===== config.mk =====
export PLATFORM = sky130hd
export DESIGN_NAME = l1_threshold_servo
export DESIGN_NICKNAME = d
export VERILOG_FILES = /design/src/rtl/l1_servo_pkg.sv /design/src/rtl/l1_servo_step.sv /design/src/rtl/l1_threshold_servo.sv
export SDC_FILE = /design/constraint.sdc
export NUM_CORES = 1
export LEC_CHECK = 0
export CAP_MARGIN = 20
export CORE_ASPECT_RATIO = 1.2
export CORE_MARGIN = 2
export CORE_UTILIZATION = 35
export CTS_BUF_LIST = sky130_fd_sc_hd__clkbuf_8
export DETAILED_ROUTE_END_ITERATION = 7
export GPL_TIMING_DRIVEN = 0
export PLACE_DENSITY = 0.63
export SYNTH_ARGS = -nofsm -noshare
export SYNTH_HDL_FRONTEND = slang
export SYNTH_SLANG_ARGS = --single-unit
export TNS_END_PERCENT = 1

===== constraint.sdc =====
create_clock -name wb_clk_i -period 9.7 [get_ports wb_clk_i]
set_input_delay 0.97 -clock wb_clk_i [delete_from_list [all_inputs] [get_ports wb_clk_i]]
set_output_delay 0.97 -clock wb_clk_i [all_outputs]
set_load 0.005 [all_outputs]

===== src/rtl/l1_servo_pkg.sv =====
// Shared types and target address map for the L1 threshold servo.
package l1_servo_pkg;

  typedef logic [17:0] thresh_t;

  typedef enum logic [3:0] {
    ST_IDLE,
    ST_START,
    ST_WAIT,
    ST_POLL,
    ST_RD_CNT,
    ST_CALC,
    ST_WR_THR,
    ST_WR_LOAD,
    ST_UPDATE,
    ST_DONE
  } servo_state_t;

  localparam logic [21:0] ADR_CTRL        = 22'h000;
  localparam logic [21:0] ADR_DATA_BASE   = 22'h400;
  localparam logic [21:0] ADR_LOAD_BASE   = 22'h800;

  localparam int CTRL_START_BIT  = 0;
  localparam int CTRL_UPDATE_BIT = 1;
  localparam int CTRL_DONE_BIT   = 0;

endpackage


===== src/rtl/l1_servo_step.sv =====
// One servo step: nudge a beam threshold toward the target rate, clamped to [min, max].
module l1_servo_step
  import l1_servo_pkg::*;
(
  input  logic [31:0] count,
  input  logic [31:0] target,
  input  logic [31:0] tol,
  input  thresh_t     thr,
  input  thresh_t     step,
  input  thresh_t     thr_min,
  input  thresh_t     thr_max,
  output thresh_t     thr_new
);

  logic [32:0]        band_hi;
  logic [32:0]        cnt_lo;
  logic [18:0]        thr_up;
  logic signed [18:0] thr_dn;

  // Band edges are compared in 33 bits so target + tol cannot wrap.
  always_comb begin
    band_hi = {1'b0, target} + {1'b0, tol};
    cnt_lo  = {1'b0, count} + {1'b0, tol};
    thr_up  = {1'b0, thr} + {1'b0, step};
    thr_dn  = $signed({1'b0, thr}) - $signed({1'b0, step});
    thr_new = thr;
    if ({1'b0, count} > band_hi) begin
      thr_new = (thr_up > {1'b0, thr_max}) ? thr_max : thr_up[17:0];
    end else if (cnt_lo < {1'b0, target}) begin
      thr_new = (thr_dn < $signed({1'b0, thr_min})) ? thr_min : thr_dn[17:0];
    end
  end

endmodule


===== src/rtl/l1_threshold_servo.sv =====
// Wishbone host closing the loop on L1 beam trigger thresholds.
// Define L1_SERVO_TIMEOUT_EN to abort any transfer left unacknowledged for ACK_TIMEOUT cycles.
module l1_threshold_servo
  import l1_servo_pkg::*;
#(
  parameter int unsigned NBEAMS        = 2,
  parameter int unsigned POLL_INTERVAL = 1024,
  parameter int unsigned ACK_TIMEOUT   = 255
) (
  input  logic        wb_clk_i,
  input  logic        wb_rst_n_i,
  input  logic        enable_i,
  input  logic        load_init_i,
  input  logic [17:0] init_thresh_i,
  input  logic [31:0] target_count_i,
  input  logic [31:0] tolerance_i,
  input  logic [17:0] step_i,
  input  logic [17:0] thresh_min_i,
  input  logic [17:0] thresh_max_i,
  output logic        m_cyc_o,
  output logic        m_stb_o,
  output logic        m_we_o,
  output logic [21:0] m_adr_o,
  output logic [31:0] m_dat_o,
  output logic [3:0]  m_sel_o,
  input  logic [31:0] m_dat_i,
  input  logic        m_ack_i,
  input  logic        m_err_i,
  output logic        busy_o,
  output logic        iter_done_o,
  output logic        error_o,
  output logic [15:0] iter_count_o
);

  localparam int BW = (NBEAMS > 1) ? $clog2(NBEAMS) : 1;

  servo_state_t state_q, state_d;
  logic         req_q, req_d;
  logic [BW-1:0] beam_q;
  logic [31:0]  wait_cnt;
  logic [31:0]  cnt_q;
  logic         error_q;
  logic [15:0]  iter_cnt_q;
  thresh_t      thr_q [NBEAMS];
  thresh_t      thr_cur;
  thresh_t      thr_new;
  logic [21:0]  beam_ofs;
  logic         xfer_ok;
  logic         bus_fault;
  logic         tmo_hit;

  assign thr_cur  = thr_q[beam_q];
  assign beam_ofs = 22'(beam_q) << 2;
  assign xfer_ok  = req_q && m_ack_i && !m_err_i;
  assign bus_fault = req_q && (m_err_i || tmo_hit);

  l1_servo_step u_step (
    .count   (cnt_q),
    .target  (target_count_i),
    .tol     (tolerance_i),
    .thr     (thr_cur),
    .step    (step_i),
    .thr_min (thresh_min_i),
    .thr_max (thresh_max_i),
    .thr_new (thr_new)
  );

`ifdef L1_SERVO_TIMEOUT_EN
  logic [31:0] tmo_cnt;

  always_ff @(posedge wb_clk_i or negedge wb_rst_n_i) begin
    if (!wb_rst_n_i) begin
      tmo_cnt <= '0;
    end else if (!req_q) begin
      tmo_cnt <= '0;
    end else begin
      tmo_cnt <= tmo_cnt + 32'd1;
    end
  end

  assign tmo_hit = req_q && (tmo_cnt == 32'(ACK_TIMEOUT - 1));
`else
  // Without the timeout the host waits on ack forever; the parameter stays for a uniform interface.
  assign tmo_hit = 1'b0 && (ACK_TIMEOUT != 0);
`endif

  // Each bus state spends one cycle with the bus idle, then holds cyc/stb until a response.
  always_comb begin
    state_d = state_q;
    req_d   = req_q;
    unique case (state_q)
      ST_IDLE: begin
        if (enable_i && !error_q) state_d = ST_START;
      end
      ST_START, ST_POLL, ST_RD_CNT, ST_WR_THR, ST_WR_LOAD, ST_UPDATE: begin
        if (!req_q) begin
          req_d = 1'b1;
        end else if (xfer_ok) begin
          req_d = 1'b0;
          unique case (state_q)
            ST_START:   state_d = ST_WAIT;
            ST_POLL:    state_d = m_dat_i[CTRL_DONE_BIT] ? ST_RD_CNT : ST_WAIT;
            ST_RD_CNT:  state_d = ST_CALC;
            ST_WR_THR:  state_d = ST_WR_LOAD;
            ST_WR_LOAD: state_d = (beam_q == BW'(NBEAMS - 1)) ? ST_UPDATE : ST_RD_CNT;
            default:    state_d = ST_DONE;
          endcase
        end
      end
      ST_WAIT: begin
        if (wait_cnt == 32'(POLL_INTERVAL - 1)) state_d = ST_POLL;
      end
      ST_CALC: state_d = ST_WR_THR;
      ST_DONE: state_d = enable_i ? ST_START : ST_IDLE;
      default: state_d = ST_IDLE;
    endcase
    if (bus_fault) begin
      state_d = ST_IDLE;
      req_d   = 1'b0;
    end
  end

  always_ff @(posedge wb_clk_i or negedge wb_rst_n_i) begin
    if (!wb_rst_n_i) begin
      state_q    <= ST_IDLE;
      req_q      <= 1'b0;
      beam_q     <= '0;
      wait_cnt   <= '0;
      cnt_q      <= '0;
      error_q    <= 1'b0;
      iter_cnt_q <= '0;
      for (int i = 0; i < NBEAMS; i++) thr_q[i] <= '0;
    end else begin
      state_q <= state_d;
      req_q   <= req_d;
      if (state_q == ST_WAIT) wait_cnt <= wait_cnt + 32'd1;
      else wait_cnt <= '0;
      if (state_q == ST_RD_CNT && xfer_ok) cnt_q <= m_dat_i;
      if (state_q == ST_POLL && state_d == ST_RD_CNT) beam_q <= '0;
      else if (state_q == ST_WR_LOAD && state_d == ST_RD_CNT) beam_q <= beam_q + BW'(1);
      if (state_q == ST_CALC) thr_q[beam_q] <= thr_new;
      if (bus_fault) begin
        error_q <= 1'b1;
      end else if (state_q == ST_IDLE && load_init_i) begin
        error_q <= 1'b0;
        for (int i = 0; i < NBEAMS; i++) thr_q[i] <= init_thresh_i;
      end
      if (state_q == ST_DONE) iter_cnt_q <= iter_cnt_q + 16'd1;
    end
  end

  // Bus fields derive from the state and beam index, both frozen while stb is high.
  always_comb begin
    m_cyc_o = req_q;
    m_stb_o = req_q;
    m_we_o  = 1'b0;
    m_adr_o = '0;
    m_dat_o = '0;
    m_sel_o = '0;
    if (req_q) begin
      unique case (state_q)
        ST_START: begin
          m_we_o  = 1'b1;
          m_adr_o = ADR_CTRL;
          m_dat_o = 32'(1) << CTRL_START_BIT;
          m_sel_o = 4'b0001;
        end
        ST_POLL: begin
          m_adr_o = ADR_CTRL;
          m_sel_o = 4'b1111;
        end
        ST_RD_CNT: begin
          m_adr_o = ADR_DATA_BASE + beam_ofs;
          m_sel_o = 4'b1111;
        end
        ST_WR_THR: begin
          m_we_o  = 1'b1;
          m_adr_o = ADR_DATA_BASE + beam_ofs;
          m_dat_o = {14'b0, thr_cur};
          m_sel_o = 4'b0111;
        end
        ST_WR_LOAD: begin
          m_we_o  = 1'b1;
          m_adr_o = ADR_LOAD_BASE + beam_ofs;
          m_dat_o = 32'd1;
          m_sel_o = 4'b0010;
        end
        ST_UPDATE: begin
          m_we_o  = 1'b1;
          m_adr_o = ADR_CTRL;
          m_dat_o = 32'(1) << CTRL_UPDATE_BIT;
          m_sel_o = 4'b0010;
        end
        default: ;
      endcase
    end
  end

  assign busy_o       = (state_q != ST_IDLE);
  assign iter_done_o  = (state_q == ST_DONE);
  assign error_o      = error_q;
  assign iter_count_o = iter_cnt_q;

endmodule


==> impl_metrics.csv, run 1 <==
group,metric,value,unit
run_status,run_status,"finished, final reports clean",
worst_setup_path,critical_path_required,10050,ps
power,seq_power,0.000678,W
sta,maxSlewHeadroom,0.289,
yosys,edf_count,0,
drt,wl_met2,23500,µm
placement,placedCellCount,2499,
power,p_clk,0.000503,W
worst_setup_path,timing.critical_path.buf_inv,6,
drt,ant_nets,0,
drt,firstDrtPassIters,6,
worst_setup_path,start_kind,"register",
sta,worst_slew_pin_slew,1060,ps
worst_setup_path,worstPathCellList,"clkbuf_1 -> buf_1 -> buf_1 -> mux2i_1 -> inv_1 -> ha_1 -> buf_2 -> nor2_1 -> o311a_1 -> o32ai_1 -> o31ai_1 -> xnor2_1 -> ha_1 -> nand4_1 -> a211oi_1 -> a2111oi_0 -> o221ai_1 -> a211oi_1 -> buf_2 -> nor2_1 -> a31o_2 -> a311oi_1 -> o221ai_1",
yosys,synth_cell_types,88,
yosys,ys_sh_simple,0.163,
yosys,yosysChipArea,0.0141,mm²
yosys,common_cells,"ha_1 (205), inv_1 (148), a21oi_1 (136), nor2_1 (133), dfrtp_1 (123)",
worst_setup_path,worstSetupPathType,"register to register",
clocking,cts_num_sinks,123,
yosys,top_area_frac,0.218,
grt,antenna_found_initial,4,
job,maxCapViolations,0,
finish,seq_share,0.175,
placement,io_buffers,220,
clocking,cts_tree,"built",
floorplan,design.core.area,0.0398,mm²
drt,met3_length,2320,µm
yosys,largest_area_cell,"dfrtp_1",
finish,fin_area,0.0176,mm²
finish,lay_top_count,"clkdlybuf4s50_1",
finish,final_layout_size_suffix_gt1_frac,0.0786,
grt,grt_pass1_wl,72100,µm
grt,met1_usage,0.255,
yosys,xor_area_frac,0.0762,
finish,num-fill-cells,4037,
worst_setup_path,slowest_delay,810,ps
clocking,clkLatencyLatePin,500,ps
drt,top_layer,"met5",
finish,final_layout_top_logic_cells,"clkdlybuf4s50_1 (219), ha_1 (205), inv_1 (149)",
yosys,ys_warn_count,0,
worst_setup_path,path_delay_family,"AND-OR/OR-AND gates",
power,p_comb,0.00284,W
clocking,cts_root_buffer,"clkbuf_8",
floorplan,fp-utilization,0.355,
sta,postLayoutSetupSlackWorst,2040,ps
yosys,ys_seq_share,0.218,
placement,dp_slack,2110,ps
worst_hold_path,hold_class,"input port to async pin",
power,p_leak,8.18,nW
finish,largestClassByArea,"multi-input combinational cells",
finish,flop_area,0.00308,mm²
clocking,path_clk_slew,80,ps
floorplan,design.portCount,254,
floorplan,die_width,187,µm
job,tool_warnings,46,
power,power,0.00402,W
power,swShare,0.505,
placement,dp_hpwl,38300,µm
grt,met2_usage,0.406,
floorplan,tap_cells,533,
finish,final_cells,2530,
power,p_sw,0.00203,W
drt,via_per_inst,5.40,
clocking,hold_buffers,0,
grt,grt_max_degree,94,
drt,wl_met1,19200,µm
yosys,topCellsByArea,"dfrtp_1 (22%), ha_1 (18%), a21oi_1 (4.8%)",
clocking,cts.repair.resized,0,
grt,track_usage,0.218,
yosys,synth_area_per_cell,8.25,µm²
power,p_seq_frac,0.169,
worst_setup_path,worstPathMaxFanout,10,
grt,grtUsageMet3,0.0315,
clocking,post_cts_buffers,0,
yosys,ys_cells,1713,
yosys,logic_family,"AND-OR/OR-AND gates",
floorplan,die_h,224,µm
clocking,clockBufferDepth,2,
sta,fin_crit,7660,ps
finish,finalNetCount,2368,
finish,non_clock_inverter_count,149,
drt,first_iter_violations,744,
worst_setup_path,end_kind,"register",
drt,drc,0,
finish,fin_util,0.441,
sta,clock_skew,12.1,ps
floorplan,die_area,0.0420,mm²
finish,syn_to_final_growth,24.3,%
yosys,async_reset_ff_frac,1.00,
finish,n_sequential_cell,123,
-- run 1: final timing paths --
kind                                   from                to  slack, ps  cells past startpoint
setup / recovery                     beam_q         thr_q[15]       2040                     23
hold / removal                   wb_rst_n_i  iter_count_o[15]        350                      1
setup reg to reg                     beam_q         thr_q[15]       2040                     23
hold reg to reg            iter_count_o[15]  iter_count_o[15]        480                      1
max in group asynchronous        wb_rst_n_i         cnt_q[31]       8560                      2
min in group wb_clk_i      iter_count_o[15]  iter_count_o[15]        480                      1
-- run 1: sequential cells by signal, indices dropped and copies added, names as in the netlist --
register and cells:
cnt_q 32, state_q 4, m_cyc_o 1, thr_q 36, iter_count_o 16, error_o 1, beam_q 1, wait_cnt 32
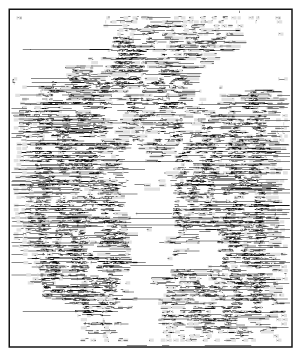
(run_1/layer_met1.png)
(1.5 px per µm) Cells faint in the background.
- nets with wire on the layer: 2194
- main direction: horizontal
- wire length on this layer: 19200 µm
- share of all routed wire: 41%
- longest straight run: 67.6 µm
total vias in the final route: 13700
final wirelength: 46200 µm

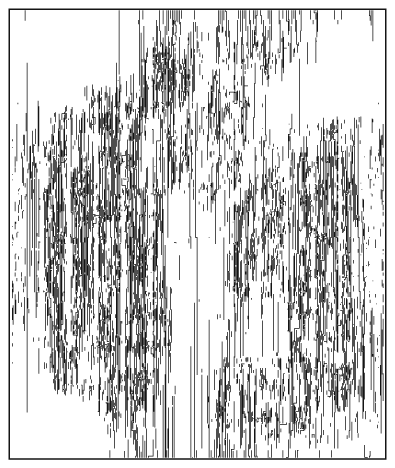
(run_1/layer_met2.png)
(2 px per µm)
- main direction: vertical
- longest straight run: 117 µm
- wire length on this layer: 23.5 mm
- nets with wire on the layer: 2015
- share of all routed wire: 51%

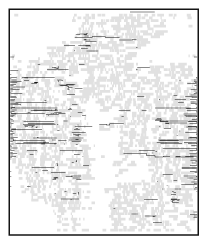
(run_1/layer_met3.png)
(1 px per µm) Cells faint in the background.
- wire length on this layer: 2320 µm
- main direction: horizontal

==> run_1/layer_met4.png <==
(1 px per µm) Cells faint in the background.
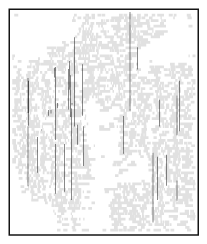

==> run 2: changes to the inputs <==
PLACE_DENSITY = 0.65   (was 0.63)
clock period = 6.8 ns   (was 9.7 ns; I/O delays follow)
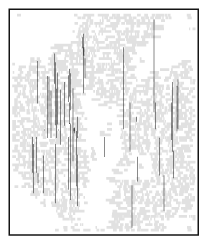
(run_2/layer_met4.png)
(1 px per µm) Cells faint in the background.
- main direction: vertical
- share of all routed wire: 4.1%
- wire length on this layer: 1910 µm
- nets with wire on the layer: 43

==> run 2 against run 1 <==
Effect of this change:
- first-iteration DRC count is 9.7% higher
- largest power group unchanged
- synthesized cell count unchanged
- die area is the same
- critical endpoint is now thr_q[26]
- critical path depth decreased by 2
- sequential share of layout area is 0.056 points lower
==> impl_metrics.csv, run 2 <==
group,metric,value,unit
run_status,run_status,"finished, final reports clean",
drt,first_iter_violations,816,
finish,flop_area,0.00308,mm²
clocking,hold_buffers,0,
yosys,async_reset_ff_frac,1.00,
finish,seq_share,0.175,
sta,clock_skew,13.4,ps
grt,grtUsageMet3,0.0266,
clocking,clockBufferDepth,2,
worst_setup_path,worstPathCellList,"clkbuf_1 -> buf_4 -> buf_4 -> mux2i_2 -> inv_1 -> ha_1 -> or2_1 -> a2111oi_2 -> o21ai_1 -> xnor2_1 -> ha_1 -> nand4_1 -> a211oi_1 -> a2111oi_1 -> o221ai_1 -> a211oi_1 -> buf_2 -> mux2i_1 -> nor3_1 -> a31oi_2 -> a21oi_1",
yosys,synth_area_per_cell,8.25,µm²
drt,num_vias,13900,
finish,largest_register_ffs,36,
clocking,cts_num_sinks,123,
clocking,path_clk_slew,90,ps
sta,fin_crit,6630,ps
job,maxCapViolations,0,
worst_setup_path,startpoint,"beam_q",
clocking,post_cts_buffers,0,
clocking,htreeDepth,4,
finish,fin_util,0.442,
yosys,largest_area_cell,"dfrtp_1",
finish,top_regs,"thr_q x36, cnt_q x32, wait_cnt x32",
yosys,ys_cells,1713,
yosys,ys_warn_count,0,
finish,logic_gate_count,1394,
clocking,clkLatencyLatePin,460,ps
drt,drc,0,
placement,dp_hpwl,38000,µm
yosys,logic_family,"AND-OR/OR-AND gates",
grt,grt_pass1_wl,72900,µm
worst_setup_path,r2r-start,"beam_q",
finish,comb_share,0.580,
yosys,synth_cell_types,88,
yosys,ys_sh_simple,0.163,
power,p_comb,0.00412,W
power,p_sw,0.00292,W
power,p_leak,8.15,nW
drt,via_per_inst,5.47,
yosys,common_cells,"ha_1 (205), inv_1 (148), a21oi_1 (136), nor2_1 (133), dfrtp_1 (123)",
worst_setup_path,cp.depth,21,
finish,regMostFlops,"thr_q",
floorplan,tap_cells,533,
power,swShare,0.506,
floorplan,fp-utilization,0.355,
worst_setup_path,critical_path_required,7110,ps
sta,maxSlewHeadroom,0.362,
power,seq_power,0.000975,W
grt,track_usage,0.218,
sta,drv_slew,0,
finish,fin_area,0.0176,mm²
job,tool_warnings,46,
worst_setup_path,start_kind,"register",
worst_setup_path,worstSetupPathType,"register to register",
clocking,cts_tree,"built",
placement,dp_slack,-963,ps
placement,io_buffers,220,
worst_setup_path,end_kind,"register",
finish,n_sequential_cell,123,
drt,routed_wl,46100,µm
finish,non_clock_inverter_count,149,
worst_setup_path,r2r_setup_slack,170,ps
floorplan,die_area,0.0420,mm²
yosys,topCellsByArea,"dfrtp_1 (22%), ha_1 (18%), a21oi_1 (4.8%)",
finish,final_layout_size_suffix_gt1_frac,0.0856,
power,power,0.00578,W
clocking,cts_root_buffer,"clkbuf_8",
finish,largestClassByArea,"multi-input combinational cells",
grt,met1_usage,0.255,
yosys,ys_seq_share,0.218,
yosys,xor_area_frac,0.0762,
floorplan,design.portCount,254,
worst_hold_path,hold_class,"input port to async pin",
clocking,cts.repair.resized,10,
worst_setup_path,worstSetupEndpoint,"thr_q[26]",
finish,finalNetCount,2367,
finish,lay_top_count,"clkdlybuf4s50_1",
drt,firstDrtPassIters,6,
worst_setup_path,slowest_delay,640,ps
worst_setup_path,reg2reg_to,"thr_q[26]",
finish,logic_area,0.0102,mm²
yosys,top_area_frac,0.218,
worst_setup_path,worstPathMaxFanout,10,
finish,final_cells,2530,
worst_setup_path,worstRegToRegCells,21,
grt,antenna_found_initial,2,
finish,num-fill-cells,3935,
finish,syn_to_final_growth,24.7,%
power,p_seq_frac,0.169,
finish,final_layout_top_logic_cells,"clkdlybuf4s50_1 (219), ha_1 (205), inv_1 (149)",
yosys,yosysChipArea,0.0141,mm²
sta,worst_slew_pin_slew,949,ps
power,p_clk,0.000686,W
grt,met2_usage,0.400,
sta,postLayoutSetupSlackWorst,171,ps
worst_setup_path,path_delay_family,"AND-OR/OR-AND gates",
placement,placedCellCount,2499,
-- run 2: netlist changes by cell type in the layout (fill, tap and decap cells not counted), moves of 2 or more --
| cell | change |
|---|---|
| clkinv_4 | -2 |
| clkinvlp_4 | +2 |
| mux2i_2 | +7 |
| mux2i_1 | -7 |
| buf_4 | +2 |
| buf_1 | -3 |
-- run 2: routing by layer --
| layer | wire [µm] | up-vias |
|---|---|---|
| li1 | - | 6716 |
| met1 | 18700 | 6550 |
| met2 | 23200 | 480 |
| met3 | 2310 | 101 |
| met4 | 1910 | 4 |
| met5 | 23 | - |
Power and IR drop assume default switching activity.
